--- config.mk ---
export PLATFORM = sky130hd
export DESIGN_NAME = demux_stream_param
export DESIGN_NICKNAME = d
export VERILOG_FILES = /design/src/rtl/demux_stream_param_pkg.sv /design/src/rtl/demux_slot.sv /design/src/rtl/demux_stream_param.sv
export SDC_FILE = /design/constraint.sdc
export NUM_CORES = 1
export LEC_CHECK = 0
export ABC_CLOCK_PERIOD_IN_PS = 3250
export CORE_MARGIN = 2
export CORE_UTILIZATION = 44
export CTS_CLUSTER_SIZE = 30
export DETAILED_ROUTE_END_ITERATION = 10
export GPL_TIMING_DRIVEN = 1
export PLACE_DENSITY_LB_ADDON = 0.08
export SLEW_MARGIN = 5
export SYNTH_ARGS = -nofsm -noshare
export SYNTH_HDL_FRONTEND = slang
export SYNTH_SLANG_ARGS = --single-unit
--- constraint.sdc ---
create_clock -name clk -period 3.25 [get_ports clk]
set_clock_uncertainty 0.2 [all_clocks]
set_input_delay 0.975 -clock clk [delete_from_list [all_inputs] [get_ports clk]]
set_output_delay 0.975 -clock clk [all_outputs]
set_load 0.01 [all_outputs]
--- src/rtl/demux_stream_param_pkg.sv ---
// Shared definitions for the registered stream demultiplexer.
// Provides the routing-mode encodings carried on the 2-bit `mode` input.
package demux_stream_param_pkg;

  typedef enum logic [1:0] {
    DMX_UNICAST   = 2'b00,
    DMX_BROADCAST = 2'b01,
    DMX_MULTICAST = 2'b10,
    DMX_RESERVED  = 2'b11
  } dmx_mode_e;

endpackage : demux_stream_param_pkg

--- src/rtl/demux_slot.sv ---
// One output lane of the demultiplexer: a single-word valid/ready holding slot.
// Ports:
//   clk, rst   - clock, asynchronous active-high reset
//   load       - write load_data into the slot this cycle
//   load_data  - word to store
//   out_ready  - consumer ready for this lane
//   out_valid  - slot full
//   data_out   - stored word (held after drain; qualify with out_valid)
//   can_load   - slot is empty or drains this cycle, so a load is safe
module demux_slot #(
  parameter int unsigned DATA_WIDTH = 4
) (
  input  logic                  clk,
  input  logic                  rst,
  input  logic                  load,
  input  logic [DATA_WIDTH-1:0] load_data,
  input  logic                  out_ready,
  output logic                  out_valid,
  output logic [DATA_WIDTH-1:0] data_out,
  output logic                  can_load
);

  logic                  valid_q;
  logic [DATA_WIDTH-1:0] data_q;

  assign can_load  = !valid_q || out_ready;
  assign out_valid = valid_q;
  assign data_out  = data_q;

  // A load in the same cycle as a drain wins, so the slot stays full with the new word.
  always_ff @(posedge clk or posedge rst) begin
    if (rst) begin
      valid_q <= 1'b0;
      data_q  <= '0;
    end else if (load) begin
      valid_q <= 1'b1;
      data_q  <= load_data;
    end else if (valid_q && out_ready) begin
      valid_q <= 1'b0;
    end
  end

endmodule : demux_slot

--- src/rtl/demux_stream_param.sv ---
// Registered, flow-controlled 1-to-N demultiplexer.
// Each accepted word is written to one lane (unicast), all lanes (broadcast) or a masked set
// (multicast). Acceptance is all-or-nothing across the targeted lanes.
// Ports:
//   clk, rst             - clock, asynchronous active-high reset
//   in_valid / in_ready  - input handshake; in_ready does not depend on in_valid
//   data_in              - input word
//   sel, mode, mask      - route: unicast lane, routing mode, multicast lane set
//   out_valid/out_ready  - per-lane handshake
//   data_out             - lane i at data_out[i*DATA_WIDTH +: DATA_WIDTH]
//   err                  - one-cycle pulse for an accepted word dropped on an illegal route
module demux_stream_param
  import demux_stream_param_pkg::*;
#(
  parameter int unsigned NUM_OUTPUT = 8,
  parameter int unsigned SEL_WIDTH  = 3,
  parameter int unsigned DATA_WIDTH = 4
) (
  input  logic                             clk,
  input  logic                             rst,
  input  logic                             in_valid,
  output logic                             in_ready,
  input  logic [DATA_WIDTH-1:0]            data_in,
  input  logic [SEL_WIDTH-1:0]             sel,
  input  logic [1:0]                       mode,
  input  logic [NUM_OUTPUT-1:0]            mask,
  output logic [NUM_OUTPUT-1:0]            out_valid,
  input  logic [NUM_OUTPUT-1:0]            out_ready,
  output logic [DATA_WIDTH*NUM_OUTPUT-1:0] data_out,
  output logic                             err
);

  logic [NUM_OUTPUT-1:0] target;
  logic [NUM_OUTPUT-1:0] can_load;
  logic                  illegal;
  logic                  accept;
  logic                  err_q;

  // Target decode. An empty target means the word is consumed and dropped.
  always_comb begin
    target  = '0;
    illegal = 1'b0;
    unique case (mode)
      DMX_UNICAST: begin
        for (int unsigned i = 0; i < NUM_OUTPUT; i++) begin
          if (32'(sel) == i) target[i] = 1'b1;
        end
        illegal = (32'(sel) >= NUM_OUTPUT);
      end
      DMX_BROADCAST: target = '1;
      DMX_MULTICAST: target = mask;
      DMX_RESERVED:  illegal = 1'b1;
      default:       illegal = 1'b1;
    endcase
  end

  // Untargeted lanes never block; an empty target is always ready.
  assign in_ready = &(~target | can_load);
  assign accept   = in_valid && in_ready;

  always_ff @(posedge clk or posedge rst) begin
    if (rst) begin
      err_q <= 1'b0;
    end else begin
      err_q <= accept && illegal;
    end
  end

  assign err = err_q;

  for (genvar g = 0; g < NUM_OUTPUT; g++) begin : g_lane
    demux_slot #(
      .DATA_WIDTH(DATA_WIDTH)
    ) u_slot (
      .clk      (clk),
      .rst      (rst),
      .load     (accept && target[g]),
      .load_data(data_in),
      .out_ready(out_ready[g]),
      .out_valid(out_valid[g]),
      .data_out (data_out[g*DATA_WIDTH +: DATA_WIDTH]),
      .can_load (can_load[g])
    );
  end

endmodule : demux_stream_param

**Clock wires, drivers and flops**

(6 px per µm)
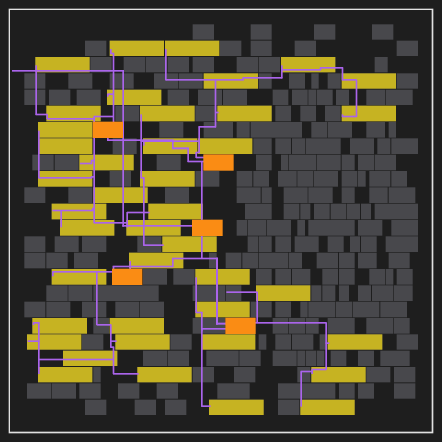
Yellow is flip-flops, count 41. Orange is cells driving clock nets, count 5. Purple is clock wires, length 477 µm.
Position of the flops: all over the die. There are 6 routed clock nets.

**Met3 routing**

(6 px per µm) Cells faint in the background.
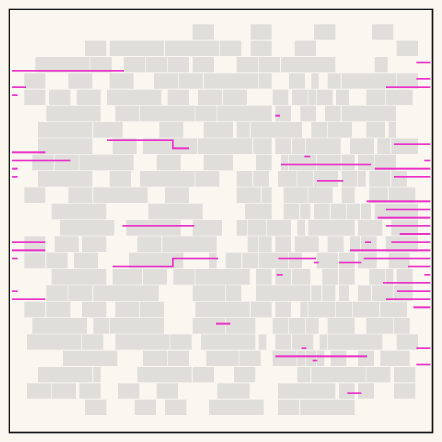
The wires run mostly horizontal. The layer carries 281 µm of wire. The layer holds 5.4% of the routed length. The longest straight run is 18.4 µm.

**Placement density heat map**

(6 px per µm) The die is cut into 7 by 7 equal tiles; white is low, dark blue is high, 0 to 100% covered.
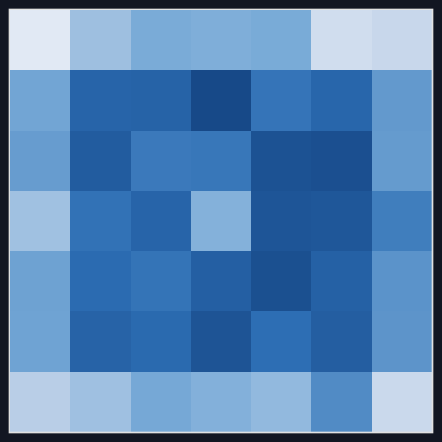
39% of the tiles are over 75% full. The fullest tile reaches 90%. The mean over all tiles is 62%.
FP Util: 0.450
Core Util, Final: 0.732
core box area: 4290 µm²

**Clock wiring as the flow saved it**

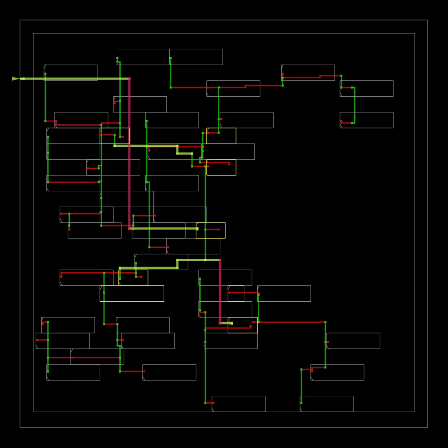
Clock Sinks: 41
CTS buffer count: 5

**M1 wires**

(4 px per µm) Supply wires on this layer in gray.
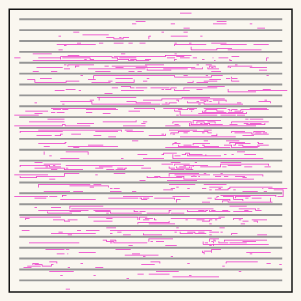
The layer holds 39% of the routed length. The layer carries 2,010 µm of wire. The longest straight run is 35.4 µm. 248 nets have wire on it.
GR met1 Demand/Resource: 0.275
Via Count: 1,591

-- metal layers --
layer | vias up | global-route usage | share of wire
met5 | - | 0 | 0
met4 | 0 | 0.107 | 0.029
met3 | 14 | 0.0491 | 0.054
met2 | 57 | 0.398 | 0.53
met1 | 793 | 0.275 | 0.39
li1 | 727 | - | -
-- metrics by stage --
stage	setup TNS (ns)	power, mW
after floorplan	0	1.21
after global placement	-12.25	1.70
after detailed placement	-14.42	1.73
after CTS	-0.149	2.19
after global routing	-0.197	2.30
final	-0.124	2.18
-- repair_timing --
action	in CTS	in global routing
buffers inserted	19	4
gates resized	45	29
pin swaps	11	11
hold buffers	0	0
setup endpoints to repair	33	9
-- Yosys cell counts --
master and n:
or2_2 2, mux2_2 28, nor2_1 1, and3_2 2
nand2b_1 11, clkbuf_1 2, o21ai_0 5, a211oi_1 1
a22o_1 2, or3b_1 1, buf_6 2, nand3_1 2
nand4_1 2, a21boi_1 2, nand3b_1 2, a21oi_1 3
dfrtp_1 41, and3_1 1, nor4b_4 1, a22oi_1 2
buf_4 9, nor4_4 1, a311oi_2 1, a32o_2 1
nor2_4 1, mux2_4 4, a21o_1 1, nor2b_1 3
nand2_1 5, inv_1 8, o32ai_1 1, a41o_1 1
or3_1 1, o21ai_1 1
-- area by class of cell --
class | count | area [µm²]
inverters | 8 | 30.0
fillers | 301 | 1150
clock buffers | 6 | 82.6
repair buffers | 110 | 1040
multi-input cells | 89 | 862
clock inverters | 2 | 37.5
flip-flops and latches | 41 | 1030
well taps | 52 | 65.1
-- registers in the layout (all words and copies together), names as in the netlist --
signal and count:
err 1, g_lane.u_slot.out_valid 8, g_lane.u_slot.data_out 32
-- cells by family after synthesis --
group,Yosys count,synth area share
AND-OR/OR-AND,21,0.0789
buffers and inverters,21,0.0660
flip-flops,41,0.530
multiplexers,32,0.194
AND/OR/NAND/NOR,36,0.131
-- worst max-delay path, cell delays in order --
cell and delay [ns]:
buf_12 0.11, buf_6 0.11, a311oi_4 0.23, a211oi_2 0.06, a41o_1 0.24, nor4_4 0.29, buf_2 0.18
-- worst min-delay path by stage --
stage / to / slack (ns) / cells past startpoint
6_report: g_lane[5].u_slot.data_out[3] / 0.31 / 1
5_1_grt: g_lane[5].u_slot.data_out[3] / 0.33 / 1
4_1_cts: g_lane[5].u_slot.data_out[3] / 0.31 / 1
3_5_place_dp: g_lane[4].u_slot.data_out[3] / 0.29 / 1
3_3_place_gp: g_lane[2].u_slot.out_valid / 0.28 / 1
2_1_floorplan: g_lane[1].u_slot.out_valid / 0.27 / 2
-- power groups by stage --
stage	combinational [mW]	sequential, mW	clock (mW)
2_1_floorplan	0.321	0.889	0
3_3_place_gp	0.890	0.809	0
3_5_place_dp	0.909	0.824	0
4_1_cts	0.940	0.816	0.434
5_1_grt	1.00	0.840	0.456
6_report	0.940	0.814	0.426
==> impl_metrics.env <==
# physical design summary
export IMPL_outcome="finished, violations left"
export IMPL_failed_checks="negative setup slack"
export IMPL_reg2reg_depth=7
export IMPL_drt_iter0_markers=91
export IMPL_fp_nets=179
export IMPL_wl_um=5220
export IMPL_r2r_setup_slack_ns=0.81
export IMPL_fmax_mhz=296
export IMPL_drt_pre_antenna_iters=4
export IMPL_grt_pass1_vias=1769
export IMPL_finalCriticalPeriod_ns=3.37
export IMPL_num_rows=24
export IMPL_hold_viol_final=0
export IMPL_worstSetupPathType="in2out"
export IMPL_portBuffers=69
export IMPL_required_ns=2.07
export IMPL_grt_ovfl_total=0
export IMPL_cell_internal_pwr_mw=1.56
export IMPL_cp_end_kind="output pin"
export IMPL_ys_seq_frac=0.530
export IMPL_p_clk_frac=0.195
export IMPL_via_per_inst=5.17
export IMPL_swShare=0.286
export IMPL_start_kind="input port"
export IMPL_dieArea_um2=4940
export IMPL_pin_count=70
export IMPL_cts_clk_slew_worst_paths_ns=0.07
export IMPL_yosys_stat_area_um2=1930
export IMPL_clock_latency_ns=0.29
export IMPL_grt_max_degree=42
export IMPL_cts_tree="yes"
export IMPL_yosys_warnings=0
export IMPL_pwr_share_seq=0.374
export IMPL_powerDensity_nw_per_um2=694
export IMPL_h_tree_depth=2
export IMPL_warnings=28
export IMPL_layout_cells_non_filler=308
export IMPL_synth_top_cell_by_area="dfrtp_1"
export IMPL_synth_cell_types=34
export IMPL_syn_to_final_growth_pct=62.4
export IMPL_holdCritStartpoint="g_lane[5].u_slot.data_out[3]"
export IMPL_cts_root_buf="clkbuf_8"
export IMPL_routedWlPerCell_um=16.9
export IMPL_slew_violations=0
export IMPL_worst_slack_ns=-0.124
export IMPL_syn_cell_area_um2=1930
export IMPL_switchingPower_mw=0.624
export IMPL_antenna_found_initial=0
export IMPL_gp_congestion=0.849
export IMPL_yosys_top_cells_area="dfrtp_1 53%, mux2_2 16%, nand2b_1 3.6%, buf_4 3.5%, mux2_4 3.1%"
export IMPL_clockBufferDepth=2
export IMPL_die_y_um=70.3
export IMPL_setup_viol=1
export IMPL_crit_arrival_ns=2.20
export IMPL_antenna_left=0
export IMPL_final_cell_mix="53 x clkdlybuf4s50_1, 41 x dfrtp_1, 37 x buf_4"
export IMPL_n_antenna_cell=0
export IMPL_dp_cells=283
export IMPL_crit_fanout=6
export IMPL_crit_end="in_ready"
export IMPL_ys_cells=151
export IMPL_post_place_ws_ns=-0.952
export IMPL_setup_worst_path_start="mode[0]"
export IMPL_place_area_um2=2770
export IMPL_drive_gt1_frac=0.438
export IMPL_lay_top_count="clkdlybuf4s50_1"
export IMPL_dpl_hpwl_um=3500
export IMPL_p_comb_frac=0.431
export IMPL_grt_pass1_wl_um=8830
export IMPL_synthDominantCellAreaShare=0.530
export IMPL_vdd_ir_drop_max_mv=0.464
export IMPL_timing_rr_start="g_lane[4].u_slot.out_valid"
export IMPL_cap_violations=0
export IMPL_nNetsFinal=283
export IMPL_p_leak_nw=1.49
export IMPL_period_used=1.04
export IMPL_route_detailed_drc=0
export IMPL_final_area_um2=3140
export IMPL_hold_class="reg2reg"
export IMPL_worst_pin_slew_ns=0.506
export IMPL_grt_util_all_layers=0.231
export IMPL_hold_ws_ns=0.308
export IMPL_numSynthFlops=41
export IMPL_slew_headroom=0.663
Power figures rest on the tool's default switching activity, not on a simulated workload.
